`src/rtl/uart_tx_arbiter.sv`:
```
// Round-robin arbiter that shares one UART transmitter among NUM_REQ byte producers.
// Optional macro UART_ARB_FIXED_PRIORITY_EN: lowest asserted index always wins.
module uart_tx_arbiter #(
    parameter int NUM_REQ    = 4,
    parameter int FRAME_BITS = 32
) (
    input  logic                   clock,
    input  logic                   reset,
    input  logic                   enable,
    input  logic [7:0]             baud_division,
    input  logic [NUM_REQ-1:0]     req,
    input  logic [8*NUM_REQ-1:0]   req_data,
    output logic [NUM_REQ-1:0]     grant,
    output logic [7:0]             tx_data,
    output logic                   tx_start,
    output logic                   busy
);

    localparam int IDX_W = $clog2(NUM_REQ);
    localparam int BIT_W = $clog2(FRAME_BITS) + 1;
    localparam logic [BIT_W-1:0] LAST_BIT = BIT_W'(FRAME_BITS - 1);

    typedef enum logic [1:0] {IDLE, START_HOLD, WAIT} state_t;

    typedef struct packed {
        logic             valid;
        logic [IDX_W-1:0] idx;
    } pick_t;

    state_t           state;
    logic [7:0]       bd_q;
    logic [8:0]       period_cnt;
    logic [BIT_W-1:0] bit_cnt;
    pick_t            pick;
    logic [7:0]       pick_byte;
    logic             period_wrap;

    // P-1 = 2*bd+1, so the wrap compare needs no multiplier
    assign period_wrap = (period_cnt == {bd_q, 1'b1});
    assign busy        = (state != IDLE);

`ifdef UART_ARB_FIXED_PRIORITY_EN
    always_comb begin
        pick = '0;
        for (int i = NUM_REQ - 1; i >= 0; i--) begin
            if (req[i]) begin
                pick.valid = 1'b1;
                pick.idx   = IDX_W'(i);
            end
        end
    end
`else
    logic [IDX_W-1:0] rr_ptr;
    int               scan;

    always_comb begin
        pick = '0;
        scan = 0;
        for (int i = 0; i < NUM_REQ; i++) begin
            scan = int'(rr_ptr) + i;
            if (scan >= NUM_REQ) scan = scan - NUM_REQ;
            if (!pick.valid && req[IDX_W'(scan)]) begin
                pick.valid = 1'b1;
                pick.idx   = IDX_W'(scan);
            end
        end
    end
`endif

    always_comb begin
        pick_byte = '0;
        for (int i = 0; i < NUM_REQ; i++) begin
            if (IDX_W'(i) == pick.idx) pick_byte = req_data[8*i +: 8];
        end
    end

    always_ff @(posedge clock) begin
        if (reset) begin
            state      <= IDLE;
            grant      <= '0;
            tx_data    <= '0;
            tx_start   <= 1'b0;
            bd_q       <= '0;
            period_cnt <= '0;
            bit_cnt    <= '0;
`ifndef UART_ARB_FIXED_PRIORITY_EN
            rr_ptr     <= '0;
`endif
        end else begin
            grant <= '0;
            case (state)
                IDLE: begin
                    if (enable && pick.valid) begin
                        grant      <= NUM_REQ'(1) << pick.idx;
                        tx_data    <= pick_byte;
                        tx_start   <= 1'b1;
                        bd_q       <= baud_division;
                        period_cnt <= '0;
                        bit_cnt    <= '0;
                        state      <= START_HOLD;
`ifndef UART_ARB_FIXED_PRIORITY_EN
                        rr_ptr     <= (pick.idx == IDX_W'(NUM_REQ - 1)) ? '0 : pick.idx + 1'b1;
`endif
                    end
                end
                START_HOLD: begin
                    if (period_wrap) begin
                        period_cnt <= '0;
                        bit_cnt    <= BIT_W'(1);
                        tx_start   <= 1'b0;
                        state      <= WAIT;
                    end else begin
                        period_cnt <= period_cnt + 1'b1;
                    end
                end
                WAIT: begin
                    // bit_cnt runs 1..FRAME_BITS-1 here: the start hold was period 0
                    if (period_wrap) begin
                        period_cnt <= '0;
                        if (bit_cnt == LAST_BIT) state <= IDLE;
                        else bit_cnt <= bit_cnt + 1'b1;
                    end else begin
                        period_cnt <= period_cnt + 1'b1;
                    end
                end
                default: state <= IDLE;
            endcase
        end
    end

endmodule

```
`config.mk`:
```
export PLATFORM = sky130hd
export DESIGN_NAME = uart_tx_arbiter
export DESIGN_NICKNAME = d
export VERILOG_FILES = /design/src/rtl/uart_tx_arbiter.sv
export SDC_FILE = /design/constraint.sdc
export NUM_CORES = 1
export LEC_CHECK = 0
export CAP_MARGIN = 20
export CORE_MARGIN = 2
export CORE_UTILIZATION = 30
export CTS_CLUSTER_SIZE = 28
export DETAILED_ROUTE_END_ITERATION = 7
export SLEW_MARGIN = 20
export SYNTH_ARGS = -nofsm -noshare
export SYNTH_HDL_FRONTEND = slang
export SYNTH_SLANG_ARGS = --single-unit
```
`constraint.sdc`:
```
create_clock -name clock -period 3.38 [get_ports clock]
set_input_delay 0.676 -clock clock [delete_from_list [all_inputs] [get_ports clock]]
set_output_delay 0.676 -clock clock [all_outputs]
set_load 0.005 [all_outputs]
```
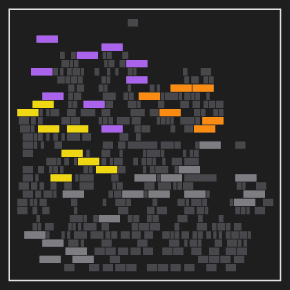
**Above:** run 1 (register map, names as in the netlist).
Drawn at 3 px/um. Other sequential cells in the stronger grey, the rest of the logic in the fainter grey.
| name in the netlist | colour | flops |
|---|---|---|
| `bd_q` | yellow | 8 |
| `period_cnt` | purple | 9 |
| `bit_cnt` | orange | 6 |
share of cell area taken by flip-flops and latches: 26.45%
Seq. cell area: 800.8 um^2
power dissipated in sequential cells: 537 uW

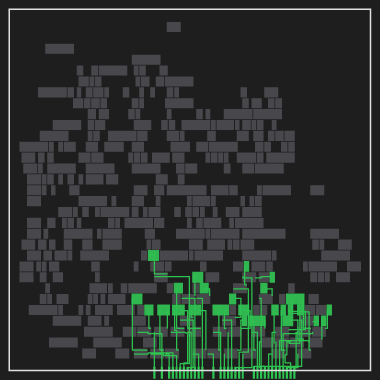
**Above:** run 1 (nets reached from selected ports).
Drawn at 4 px/um.
| port | colour | bits | direction | edge | end cells | buffers | wire |
|---|---|---|---|---|---|---|---|
| `req_data` | green | 32 | input | south | 29 | 32 | 663 um |
# port buffers: 60
top-level I/O count: 61

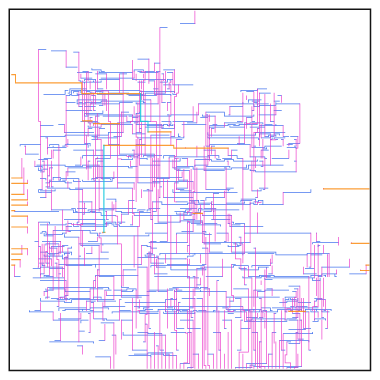
**Above:** run 1 (wiring by layer).
Drawn at 4 px/um.
| layer | colour | wire length |
|---|---|---|
| met4 | cyan | 33.1 um |
| met1 | blue | 2,610 um |
| met3 | orange | 143 um |
| met2 | magenta | 2,660 um |
total via count in the routed design: 2,162
GRT Util Overall: 13.48%

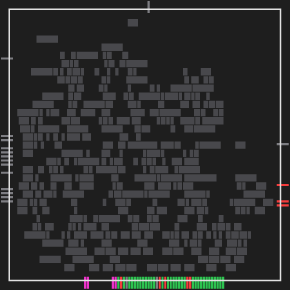
**Above:** run 1 (pin placement).
Drawn at 3 px/um. Pins as bars across the die edge, other pins in grey.
| port | colour | pins | direction | edge |
|---|---|---|---|---|
| `grant` | magenta | 4 | output | south |
| `tx_data` | red | 8 | output | 5 south, 3 east |
| `req_data` | green | 32 | input | south |
all pins by edge: 43 south, 13 west, 4 east, 1 north
height of the die: 89.95 um
die width: 89.95 um

==> impl_metrics.csv, run 1 <==
group,metric,value,unit
outcome,status,"finished, final reports clean",
grt,maximum_number_of_pins_on_one_net_before_global_route_repair,27,
cts,clock_sink_count,40,
sta,finalCriticalPeriod,2.941,ns
detailed_routing,drt-vias-per-instance,4.869,
cts,clk-insertion-delay-late,0.29,ns
cts,path_clk_slew,0.08,ns
grt,antenna_violations_before_repair,0,
synthesis,ys_cells,287,
synthesis,registers_synthesis,40,
detailed_routing,route.met3.wl,143,um
pwr,seq_power_share,38.3,%
synthesis,synth_seq_share,36.14,%
synthesis,synth_cells,287,
pwr,comb_cell_power,457,uW
synthesis,postSynth.topFlopCell,"sky130_fd_sc_hd__dfxtp_1",
sta,period_utilization_post_route,87.01,%
sta,top_achievable_clock_speed,0.3400,GHz
critical_path,crit_arrival,3.10,ns
synthesis,post_synth_main_area_contributors,"sky130_fd_sc_hd__dfxtp_1, sky130_fd_sc_hd__a21oi_1, sky130_fd_sc_hd__nand2_1, sky130_fd_sc_hd__ha_1, sky130_fd_sc_hd__nor2_1",
synthesis,synth_area,0.002216,mm^2
pwr,max-vdd-ir-drop,0.2328,mV
cts,cts.repair_timing.setup_buffer_count,0,
critical_path,worst-path-max-fanout,6,
synthesis,common_cells,"sky130_fd_sc_hd__nand2_1, sky130_fd_sc_hd__dfxtp_1, sky130_fd_sc_hd__a21oi_1",
synthesis,asyncSetResetFlopFracSynth,0,%
flow_run,cap_viol_max_count,0,
==> run 1: worst min-delay path by stage <==
| stage | end | depth (start not counted) | startpoint | slack, ns |
|---|---|---|---|---|
| floorplan | bit_cnt[1] | 2 | bit_cnt[1] | 0.44 |
| global placement | bit_cnt[1] | 2 | bit_cnt[1] | 0.46 |
| detailed placement | bit_cnt[1] | 2 | bit_cnt[1] | 0.47 |
| CTS | bit_cnt[1] | 2 | bit_cnt[1] | 0.48 |
| global route | bd_q[0] | 2 | bd_q[0] | 0.50 |
| finish | bd_q[0] | 2 | bd_q[0] | 0.47 |
==> run 1: flip-flops by register name (all words and copies together) (netlist names) <==
| name | flops |
|---|---|
| tx_start | 1 |
| state | 2 |
| bit_cnt | 6 |
| grant | 4 |
| rr_ptr | 2 |
| bd_q | 8 |
| period_cnt | 9 |
| tx_data | 8 |
==> run 1: area by class of cell <==
cell class,count,area share (%)
Multi-Input combinational cell,223,43.51
Inverter,11,1.364
Sequential cell,40,26.45
Clock inverter,2,1.281
Clock buffer,6,2.727
Tap cell,99,4.091
Timing Repair Buffer,63,20.58
==> run 1: layer usage <==
metal  up-vias  track usage, %
met5         -               0
met4         0           3.718
met3         4           2.682
met2        29           23.67
met1      1004           16.84
li1       1125               -
==> run 1: critical path, cell delays in order <==
cell,delay (ns)
sky130_fd_sc_hd__clkdlybuf4s50_1,0.54
sky130_fd_sc_hd__nand2b_1,0.13
sky130_fd_sc_hd__a21oi_1,0.06
sky130_fd_sc_hd__a221oi_1,0.28
sky130_fd_sc_hd__and2_1,0.25
sky130_fd_sc_hd__inv_1,0.09
sky130_fd_sc_hd__ha_1,0.27
sky130_fd_sc_hd__nor2b_1,0.19
sky130_fd_sc_hd__a221oi_1,0.28
sky130_fd_sc_hd__nor3_1,0.07
sky130_fd_sc_hd__a211oi_1,0.20
sky130_fd_sc_hd__nor3_1,0.07
==> run 1: placed cells by master (no fill, tap or decap), types with 5 or more instances in the layout <==
| master | count |
|---|---|
| sky130_fd_sc_hd__nand3b_1 | 9 |
| sky130_fd_sc_hd__nor2b_1 | 6 |
| sky130_fd_sc_hd__clkdlybuf4s50_1 | 60 |
| sky130_fd_sc_hd__dfxtp_1 | 40 |
| sky130_fd_sc_hd__o21ai_0 | 16 |
| sky130_fd_sc_hd__xnor2_1 | 8 |
| sky130_fd_sc_hd__o211ai_1 | 5 |
| sky130_fd_sc_hd__nor2_1 | 25 |
| sky130_fd_sc_hd__nand3_1 | 7 |
| sky130_fd_sc_hd__inv_1 | 11 |
| sky130_fd_sc_hd__nor3_1 | 8 |
| sky130_fd_sc_hd__a21oi_1 | 39 |
| sky130_fd_sc_hd__ha_1 | 10 |
| sky130_fd_sc_hd__nand2_1 | 46 |
| sky130_fd_sc_hd__clkbuf_8 | 6 |
==> run 1: cell families after synthesis <==
logic type	Yosys count	synth area share (%)
AOI/OAI and AO/OA	79	21.85
xor gates and xnor gates	8	3.162
adders and majority gates	10	5.647
buffers and inverters	24	4.404
DFF	40	36.14
muxes	1	0.4517
and+or+nand+nor	125	28.35
**Run 1: routing congestion map**

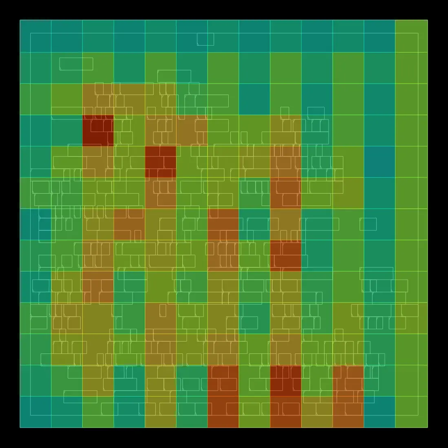

==> inputs of run 2 (changes only) <==
--- a/config.mk
+++ b/config.mk
@@ -5,12 +5,14 @@
 export SDC_FILE = /design/constraint.sdc
 export NUM_CORES = 1
 export LEC_CHECK = 0
-export CAP_MARGIN = 20
+export CAP_MARGIN = 25
 export CORE_MARGIN = 2
 export CORE_UTILIZATION = 30
 export CTS_CLUSTER_SIZE = 28
 export DETAILED_ROUTE_END_ITERATION = 7
+export DONT_BUFFER_PORTS = 1
 export SLEW_MARGIN = 20
 export SYNTH_ARGS = -nofsm -noshare
 export SYNTH_HDL_FRONTEND = slang
 export SYNTH_SLANG_ARGS = --single-unit
+export TNS_END_PERCENT = 10
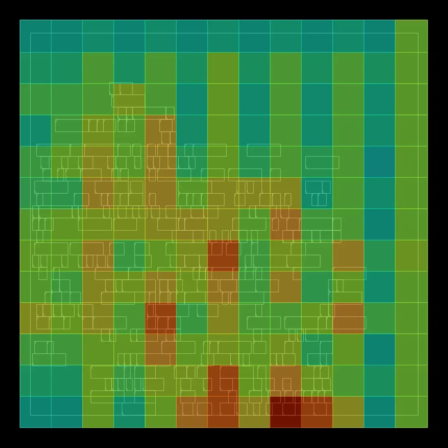
**Above:** run 2 (routing congestion map).
detail-routed net length per standard cell: 12.77 um
met2 usage: 19.70%
met3 layer usage reported by global route: 3.018%
met1 global-route usage: 16.16%
most used routing layer in global routing: met2

==> impl_metrics.csv, run 2 <==
group,metric,value,unit
floorplan,boundaryPins,61,
synthesis,post_synth_xor_area_fraction,3.162,%
grt,antenna_violations_before_repair,0,
cts,clock_sink_count,40,
synthesis,post_synth_main_area_contributors,"sky130_fd_sc_hd__dfxtp_1, sky130_fd_sc_hd__a21oi_1, sky130_fd_sc_hd__nand2_1, sky130_fd_sc_hd__ha_1, sky130_fd_sc_hd__nor2_1",
critical_path,worst-path-max-fanout,14,
synthesis,postSynth.topFlopCell,"sky130_fd_sc_hd__dfxtp_1",
sta,period_utilization_post_route,72.27,%
synthesis,common_cells,"sky130_fd_sc_hd__nand2_1, sky130_fd_sc_hd__dfxtp_1, sky130_fd_sc_hd__a21oi_1",
grt,maximum_number_of_pins_on_one_net_before_global_route_repair,38,
critical_path,critical-path-max-stage-delay,0.42,ns
synthesis,mux_area_share,0.4517,%
synthesis,asyncSetResetFlopFracSynth,0,%
synthesis,ys_sh_adder,5.647,%
synthesis,synth_cells,287,
min_path,holdCritStartpoint,"reset",
synthesis,synth_seq_share,36.14,%
detailed_routing,drt-vias-per-instance,4.974,
flow_run,cap_viol_max_count,0,
sta,top_achievable_clock_speed,0.4094,GHz
synthesis,post_synth_main_logic_family,"simple AND/OR/NAND/NOR gates",
cts,clk-insertion-delay-late,0.28,ns
finish,final_cell_mix,"sky130_fd_sc_hd__nand2_1, sky130_fd_sc_hd__dfxtp_1, sky130_fd_sc_hd__a21oi_1",
critical_path,timing.critical_path.buf_inv,0,
finish,largest_register,"period_cnt",
detailed_routing,route.vias.total,1900,
pwr,max-vdd-ir-drop,0.2235,mV
synthesis,yosys.area_share.aoi,21.85,%
critical_path,crit_chain,"nand2b_1, a21oi_1, a221oi_1, and2_1, ha_1, nor2b_1, a221oi_1, nor3_1, a211oi_1, nor3_1",
critical_path,cp_slowest_cell,"sky130_fd_sc_hd__ha_1",
floorplan,floorplan.die.width,89.95,um
place,buffer_ports.inserted,0,
outcome,status,"finished, final reports clean",
critical_path,crit_arrival,2.61,ns
synthesis,synth_area,0.002216,mm^2
run 2: report_power, final:
| group | switching [uW] | internal [uW] | total, uW | leakage [uW] |
|---|---|---|---|---|
| clock network | 155 | 167 | 322 | 0.0000455 |
| registers | 34.2 | 511 | 545 | 0.000326 |
| logic | 208 | 129 | 337 | 0.000466 |
| total | 398 | 806 | 1200 | 0.000838 |
run 2: area by class of cell:
class,instances,area (um^2)
inverter,11,41.29
clock buffer,8,90.09
sequential,40,800.8
tap,99,123.9
timing repair buffer,1,7.507
multi-input combinational,223,1318
fill,803,4833
run 2: worst max path at each step:
stage                 endpoint  cells past startpoint  startpoint
global placement    tx_data[3]                      9      req[0]
global route        tx_data[6]                     10   rr_ptr[0]
CTS                 tx_data[7]                     11   rr_ptr[0]
finish              tx_data[7]                     10   rr_ptr[0]
detailed placement  tx_data[3]                      9      req[0]
floorplan           tx_data[4]                     10      req[0]
run 2: worst register-to-register path, cell delays in order (launching register included):
cell and delay, ns:
sky130_fd_sc_hd__dfxtp_1 0.39, sky130_fd_sc_hd__nand2b_1 0.14, sky130_fd_sc_hd__a21oi_1 0.06, sky130_fd_sc_hd__a221oi_1 0.29
sky130_fd_sc_hd__and2_1 0.27, sky130_fd_sc_hd__ha_1 0.42, sky130_fd_sc_hd__nor2b_1 0.14, sky130_fd_sc_hd__a221oi_1 0.27
sky130_fd_sc_hd__nor3_1 0.07, sky130_fd_sc_hd__a211oi_1 0.22, sky130_fd_sc_hd__nor3_1 0.07
run 2: cell families (layout without fill, tap and decap cells):
family / Yosys count / count (layout)
AND/OR/NAND/NOR: 125 / 125
AND-OR/OR-AND: 79 / 79
flip-flops: 40 / 40
buffers and inverters: 24 / 20
adder cells (fa/ha/maj): 10 / 10
XOR/XNOR: 8 / 8
multiplexers: 1 / 1
run 2: per-layer routing:
layer  GRT usage, %  wire length, um
met1          16.16             2413
met2          19.70             2285
met3          3.018              141
met4          3.462               38
met5              0                0
run 2: metrics by stage:
stage | std cells | util [%] | hold WS (ns) | setup WS [ns]
after global placement | 374 | 31.76 | 0.4520 | 0.7045
after CTS | 382 | 33.00 | 0.4437 | 0.9475
final | 382 | 33.00 | 0.4577 | 0.9374
after floorplan | 287 | - | 0.4441 | 0.8111
after global routing | 382 | 33.00 | 0.4438 | 0.6515
after detailed placement | 374 | 31.76 | 0.4569 | 0.6578
No activity file was given, so power comes from the tool's default toggle rates.
